**config.mk**
```make
export PLATFORM = sky130hd
export DESIGN_NAME = park_meter
export DESIGN_NICKNAME = d
export VERILOG_FILES = /design/src/rtl/park_meter_pkg.sv /design/src/rtl/park_meter_clk_div.sv /design/src/rtl/park_meter.sv
export SDC_FILE = /design/constraint.sdc
export NUM_CORES = 1
export LEC_CHECK = 0
export CAP_MARGIN = 10
export CORE_UTILIZATION = 35
export CTS_CLUSTER_SIZE = 25
export DETAILED_ROUTE_END_ITERATION = 8
export PLACE_DENSITY = 0.52
export RECOVER_POWER = 100
export SYNTH_ARGS = -nofsm -noshare
export SYNTH_HDL_FRONTEND = slang
export SYNTH_SLANG_ARGS = --single-unit
```
**constraint.sdc**
```tcl
create_clock -name clk -period 3.28 [get_ports clk]
set_input_delay 0.492 -clock clk [delete_from_list [all_inputs] [get_ports clk]]
set_output_delay 0.492 -clock clk [all_outputs]
set_load 0.02 [all_outputs]
```
**src/rtl/park_meter_pkg.sv**
```systemverilog
// Shared types and constants for the parking meter and its display block.
package park_meter_pkg;

  // Meter session states, 2-bit encoding.
  typedef enum logic [1:0] {
    ST_IDLE     = 2'd0,
    ST_PARKED   = 2'd1,
    ST_NEED_PAY = 2'd2,
    ST_DELAY    = 2'd3
  } state_t;

  // Hour counter widths, shared with the segment display block.
  localparam int unsigned DAY_W   = 6;
  localparam int unsigned NIGHT_W = 5;
  localparam int unsigned SUM_W   = 7;

  // Combined day+night hours are capped here so the fee 2*day+night stays <= 126.
  localparam logic [SUM_W-1:0]   MAX_TIME_SUM = 7'd63;
  localparam logic [DAY_W-1:0]   DAY_MAX      = '1;
  localparam logic [NIGHT_W-1:0] NIGHT_MAX    = '1;

  // Total billed hours, widened so the sum never wraps.
  function automatic logic [SUM_W-1:0] time_sum(input logic [DAY_W-1:0]   day,
                                                 input logic [NIGHT_W-1:0] night);
    return SUM_W'(day) + SUM_W'(night);
  endfunction

endpackage

```
**src/rtl/park_meter_clk_div.sv**
```systemverilog
// Free-running modulus-DIV prescaler producing a one-cycle pulse on wrap.
module clk_div #(
  parameter int unsigned DIV = 2
) (
  input  logic clk,
  input  logic rst,
  output logic wrap_o
);

  localparam int unsigned  W    = (DIV > 1) ? $clog2(DIV) : 1;
  localparam logic [W-1:0] LAST = W'(DIV - 1);

  logic [W-1:0] cnt_q, cnt_d;

  assign wrap_o = (cnt_q == LAST);

  // Next prescaler value: restart at zero after the last count.
  always_comb begin
    cnt_d = wrap_o ? '0 : cnt_q + W'(1);
  end

  // Prescaler register.
  always_ff @(posedge clk or posedge rst) begin
    if (rst) cnt_q <= '0;
    else     cnt_q <= cnt_d;
  end

endmodule

```
**src/rtl/park_meter.sv**
```systemverilog
// Single-space parking meter: occupancy count, day/night hour billing,
// pay hand-off delay, plus free-running display scan and blink timing.
module park_meter
  import park_meter_pkg::*;
#(
  parameter logic [5:0]  CAPACITY    = 6'd50,
  parameter logic [15:0] SCAN_DIV    = 16'd5000,
  parameter logic [23:0] FLICKER_DIV = 24'd2500000,
  parameter logic [27:0] DELAY_CYC   = 28'd150000000
) (
  input  logic               clk,
  input  logic               rst,
  input  logic               power,
  input  logic               tick,
  input  logic               is_night,
  input  logic               car_in,
  input  logic               car_out,
  input  logic               pay,
  output logic [5:0]         count,
  output logic [2:0]         scan_cnt,
  output logic               flicker_clk,
  output logic               delay,
  output logic               need_pay,
  output logic [DAY_W-1:0]   time_day,
  output logic [NIGHT_W-1:0] time_night
);

  state_t               state_q, state_d;
  logic [5:0]           count_q, count_d;
  logic [DAY_W-1:0]     day_q, day_d;
  logic [NIGHT_W-1:0]   night_q, night_d;
  logic [27:0]          dly_q, dly_d;
  logic                 need_pay_q, delay_q;
  logic [2:0]           scan_q;
  logic                 flicker_q;
  logic                 scan_wrap, flicker_wrap;
  logic                 time_room;

  assign time_room = time_sum(day_q, night_q) < MAX_TIME_SUM;

  clk_div #(.DIV(32'(SCAN_DIV))) u_scan_div (
    .clk    (clk),
    .rst    (rst),
    .wrap_o (scan_wrap)
  );

  clk_div #(.DIV(32'(FLICKER_DIV))) u_flicker_div (
    .clk    (clk),
    .rst    (rst),
    .wrap_o (flicker_wrap)
  );

  // Next-state and datapath decisions for the meter session.
  always_comb begin
    // NOTE: every signal gets a hold default first so no path leaves it unassigned (no latch).
    state_d = state_q;
    count_d = count_q;
    day_d   = day_q;
    night_d = night_q;
    dly_d   = dly_q;

    if (!power) begin
      state_d = ST_IDLE;
      day_d   = '0;
      night_d = '0;
      dly_d   = '0;
    end else begin
      unique case (state_q)
        ST_IDLE: begin
          if (car_in && count_q != '0) begin
            state_d = ST_PARKED;
            count_d = count_q - 6'd1;
            day_d   = '0;
            night_d = '0;
          end
        end
        ST_PARKED: begin
          // car_out takes priority over a same-cycle tick or car_in.
          if (car_out) begin
            state_d = ST_NEED_PAY;
          end else if (tick && time_room) begin
            if (is_night) begin
              if (night_q != NIGHT_MAX) night_d = night_q + NIGHT_W'(1);
            end else begin
              if (day_q != DAY_MAX) day_d = day_q + DAY_W'(1);
            end
          end
        end
        ST_NEED_PAY: begin
          if (pay) begin
            state_d = ST_DELAY;
            count_d = (count_q < CAPACITY) ? count_q + 6'd1 : CAPACITY;
            dly_d   = DELAY_CYC - 28'd1;
          end
        end
        ST_DELAY: begin
          if (dly_q == '0) begin
            state_d = ST_IDLE;
            day_d   = '0;
            night_d = '0;
          end else begin
            dly_d = dly_q - 28'd1;
          end
        end
        default: state_d = ST_IDLE;
      endcase
    end
  end

  // Session FSM registers with flags decoded from the next state.
  always_ff @(posedge clk or posedge rst) begin
    // NOTE: sequential state uses <= so every register samples pre-edge values.
    if (rst) begin
      state_q    <= ST_IDLE;
      count_q    <= CAPACITY;
      day_q      <= '0;
      night_q    <= '0;
      dly_q      <= '0;
      need_pay_q <= 1'b0;
      delay_q    <= 1'b0;
    end else begin
      state_q    <= state_d;
      count_q    <= count_d;
      day_q      <= day_d;
      night_q    <= night_d;
      dly_q      <= dly_d;
      need_pay_q <= (state_d == ST_NEED_PAY);
      delay_q    <= (state_d == ST_DELAY);
    end
  end

  // Display timing runs regardless of power.
  always_ff @(posedge clk or posedge rst) begin
    if (rst) begin
      scan_q    <= '0;
      flicker_q <= 1'b0;
    end else begin
      if (scan_wrap)    scan_q    <= scan_q + 3'd1;
      if (flicker_wrap) flicker_q <= ~flicker_q;
    end
  end

  assign count       = count_q;
  assign time_day    = day_q;
  assign time_night  = night_q;
  assign need_pay    = need_pay_q;
  assign delay       = delay_q;
  assign scan_cnt    = scan_q;
  assign flicker_clk = flicker_q;

endmodule

```
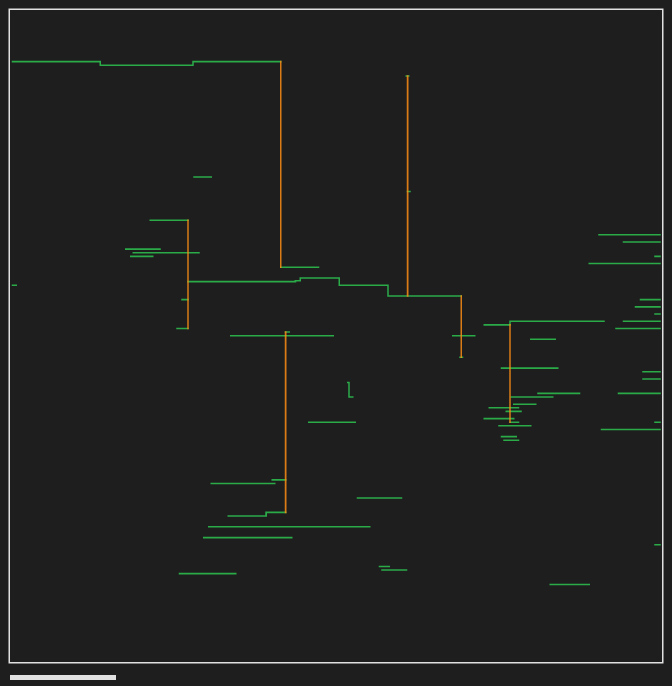
(images/wires.png)
Scale bar: 20 microns. Two of the layers only.
legend:
  green:
    layer: metal 3
    wire_length: 464 microns
  orange:
    layer: metal 4
    wire_length: 165 microns

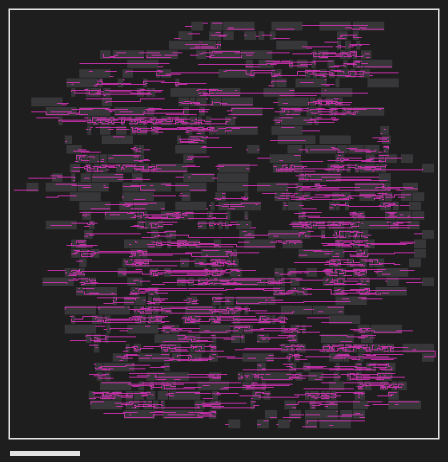
(images/layer_met1.png)
Scale bar: 20 microns.
wire length on this layer: 6010 microns
longest straight run: 43.7 microns
main direction: horizontal

==> run summary <==
Physical implementation status

The tally of unique sky130hd cells used after synthesis stands at 68. Across the whole layout, storage elements account for 0.00221 sq mm. The count of antenna-violating nets left after detailed routing stands at 0. The tightest slew margin relative to the limit stands at -48.5%. The largest register by flop count is dly_q.

Once layout is complete, the utilization of the core stands at 42.1%. The total die size stands at 0.0151 sq mm. Among all flip-flop cells after synthesis, the most frequent one is sky130_fd_sc_hd__dfrtp_1. The smallest setup slack after layout stands at 336 ps. In this run the maximum-capacitance check reported violations numbering 1.

The final timing report lists a hold violation count of 0. In this run the clock root is driven by a sky130_fd_sc_hd__clkbuf_16. The clock arrives with 8.55 ps of skew. The worst setup path is launched from a flop. The largest cell class by area is logic gates. The number of H-tree levels stands at 3. The average footprint of a synthesized cell stands at 9.38 sq um. The iteration count recorded for the first detailed-route pass is 4. The worst path in the final design needs a cycle of 2940 ps, including I/O delays and setup. Looking at the VDD voltage map, the peak drop is 0.000244 V. Setup slack on the worst path after placement came out at 606 ps. The maximum number of pins on one net before global-route repair stands at 89.

The synthesis log from Yosys contains 0 warnings. The registers reported with the highest flop counts are dly_q: 28 flops, u_flicker_div.cnt_q: 22 flops, u_scan_div.cnt_q: 13 flops. Looking at the critical path, the highest net fanout was 22.

Per STA, the highest per-stage delay on the worst path measures 730 ps. The floorplan report gives the top-level pin count as 31. The cell area that synthesis handed to floorplanning was 0.00512 sq mm.

The synthesis report gives the async set-or-reset register share as 100%. The run finished, with violations left. The logic gate fraction of the total cell area stands at 45.3%. Timing would allow up to 340 MHz. The clock-pin slew of the registers on the worst-case setup and hold paths stands at 70 ps. Setup repair after global routing left no endpoint under its margin.

Yosys stat counts 546 cells in the synthesized netlist. The setup total negative slack stands at 0 ps. The detailed router finished its first iteration with 376 violations. The number of buffers inserted by hold repair at cts stands at 0. The worst hold path belongs to the class flop to flop. In this run the deepest clock path goes through 2 buffers. The timing report shows that the slowest cell on the worst path is sky130_fd_sc_hd__o31ai_2. The number of register bits inferred by synthesis stands at 88. The count of input and output buffers stands at 30. The pin closest to its max-slew limit shows a slew of 2230 ps. STA classifies the critical path endpoint as a flop. On the critical path the largest part of the delay comes from AND-OR/OR-AND gates. Per the cell usage report, the commonest logic cells after layout are sky130_fd_sc_hd__dfrtp_1, sky130_fd_sc_hd__nor2_1, sky130_fd_sc_hd__nand2_1. The number of nets at floorplan stands at 571. The number of global-route vias before repair was 4091. The count of buffers not belonging to the clock network in the layout stands at 47. For the worst setup path, the data required time is 3510 ps. The growth of design area from synthesis to finish stands at 15.9%.

The register with the most flip-flops in the layout has 28 of them. The layout report lists the clock-cell share of area as 5.31%. The remaining global-route overflow stands at 0. In this run the vertical extent of the chip is 123 microns. The max-slew violation count stands at 89. Looking at the setup timing report, the critical path kind is flop to flop.

The data arrival time at the worst-slack endpoint stands at 3180 ps. The power density over cell area stands at 582 mW/mm^2. The footprint of the multi-input gates stands at 0.00269 sq mm. For this configuration, the core starts out at a cell density of 36.3%. Per the repair_timing log after CTS, setup buffers inserted total 0. The sequential cell area fraction in the yosys report stands at 43.1%. Multi-input combinational cells in the finished layout were counted as 407. Per the finish-stage timing summary, setup violations number 0. The number of instances in the synthesized netlist stands at 546.

After synthesis, the chip area reported by Yosys is 0.00512 sq mm. Traced cell by cell, the critical path runs through or4_1 > or3_1 > o31ai_2 > buf_4 > a2bb2oi_1 > o211a_1. TritonCTS built the clock tree.

The initial antenna violation count stands at 0. According to the finish report, the design has a final net count of 602. Gates resized during post-CTS repair numbered 0. The design has 88 sequential cells.

The global-route usage over all layers stands at 17.4%. Cells with a size suffix above 1 make up 7.56% of the layout. The final reports fail on max-capacitance violations, max-slew violations.

Per the cell usage report, the commonest logic cell in the layout is sky130_fd_sc_hd__dfrtp_1. The mean routed wirelength per cell stands at 16.1 microns. In this run the tools logged warnings totalling 29.

The total number of vias stands at 4342. The core outline area stands at 0.0141 sq mm. For this run the detailed placement stage logged an HPWL of 8260 microns. The via count normalized by instance count stands at 5.70. At the end of routability-driven placement, the weighted congestion stood at 0.842. In the finished design, the share of the clock period the worst path needs comes to 89.8%. The floorplan has 43 rows.

In this run the horizontal extent of the chip is 123 microns. Counting both buffers and inverters, the worst setup path holds a total of 1.
## synth_stat cells (3+ instances only)
cell	n	area, sq um
sky130_fd_sc_hd__o21a_1	6	45.0
sky130_fd_sc_hd__a31oi_1	11	68.8
sky130_fd_sc_hd__o21ai_1	3	15.0
sky130_fd_sc_hd__inv_1	23	86.3
sky130_fd_sc_hd__nor2b_1	4	25.0
sky130_fd_sc_hd__a22o_1	4	35.0
sky130_fd_sc_hd__nor3_1	20	100
sky130_fd_sc_hd__xnor2_1	20	175
sky130_fd_sc_hd__o31ai_1	10	75.1
sky130_fd_sc_hd__nand2_1	42	158
sky130_fd_sc_hd__o32ai_1	6	52.6
sky130_fd_sc_hd__ha_1	16	200
sky130_fd_sc_hd__buf_6	3	33.8
sky130_fd_sc_hd__o41ai_1	5	43.8
sky130_fd_sc_hd__nand2b_1	3	18.8
sky130_fd_sc_hd__nand4_1	15	93.8
sky130_fd_sc_hd__nor2_1	42	158
sky130_fd_sc_hd__dfstp_2	3	78.8
sky130_fd_sc_hd__o311ai_0	4	35.0
sky130_fd_sc_hd__and4_1	3	26.3
sky130_fd_sc_hd__dfrtp_1	85	2130
sky130_fd_sc_hd__xor2_1	19	166
sky130_fd_sc_hd__o211a_1	3	30.0
sky130_fd_sc_hd__clkbuf_1	22	82.6
sky130_fd_sc_hd__a21oi_1	28	140
sky130_fd_sc_hd__o211ai_1	6	45.0
sky130_fd_sc_hd__a2111oi_0	3	26.3
sky130_fd_sc_hd__nand3_1	34	170
sky130_fd_sc_hd__or3_1	12	75.1
sky130_fd_sc_hd__nor4_1	14	87.6
sky130_fd_sc_hd__a2bb2oi_1	3	26.3
sky130_fd_sc_hd__or4_1	8	60.1
sky130_fd_sc_hd__o21ai_0	12	60.1
sky130_fd_sc_hd__or4b_2	3	30.0
sky130_fd_sc_hd__o22a_1	3	26.3
sky130_fd_sc_hd__a41o_1	3	30.0
sky130_fd_sc_hd__and3_1	6	37.5
## cells by family after synthesis
group,Yosys count,share of synthesized area [%]
AOI/OAI and AO/OA,128,18.1
xor gates and xnor gates,39,6.67
adders and majority gates,17,4.30
buffers and inverters,51,4.32
DFF,88,43.1
muxes,2,0.415
and+or+nand+nor,221,23.2
## power breakdown
part,total (uW),switching (uW),internal (uW)
clock,1090,463,624
sequential,1300,128,1170
combinational,1070,664,404
## metal layers
layer,share of wire (%),routed length [microns],track usage (%),vias up
met3,3.8,463,2.91,16
met4,1.3,164,7.39,0
li1,-,-,-,2114
met5,0,0,0,-
met1,49,6010,24.2,2123
met2,46,5640,26.9,89
## stage by stage
stage	power [uW]	cells	hold slack (ps)	cell area (sq um)
2_1_floorplan	2070	546	452	5120
3_3_place_gp	2400	746	458	5670
6_report	3460	762	472	5940
4_1_cts	3530	762	481	5990
5_1_grt	3670	762	495	5940
3_5_place_dp	2410	746	459	5670
## path summary, 6_finish.rpt
kind                       cells after the start  slack, ps                   to         from
min                                            1        470          flicker_clk  flicker_clk
min reg2reg                                    1        470          flicker_clk  flicker_clk
max                                            6        340            dly_q[23]    dly_q[16]
min in group asynchronous                      3       1290  u_scan_div.cnt_q[1]          rst
max reg2reg                                    6        340            dly_q[23]    dly_q[16]
max in group asynchronous                      3        700            dly_q[23]          rst
Power figures rest on the tool's default switching activity, not on a simulated workload.
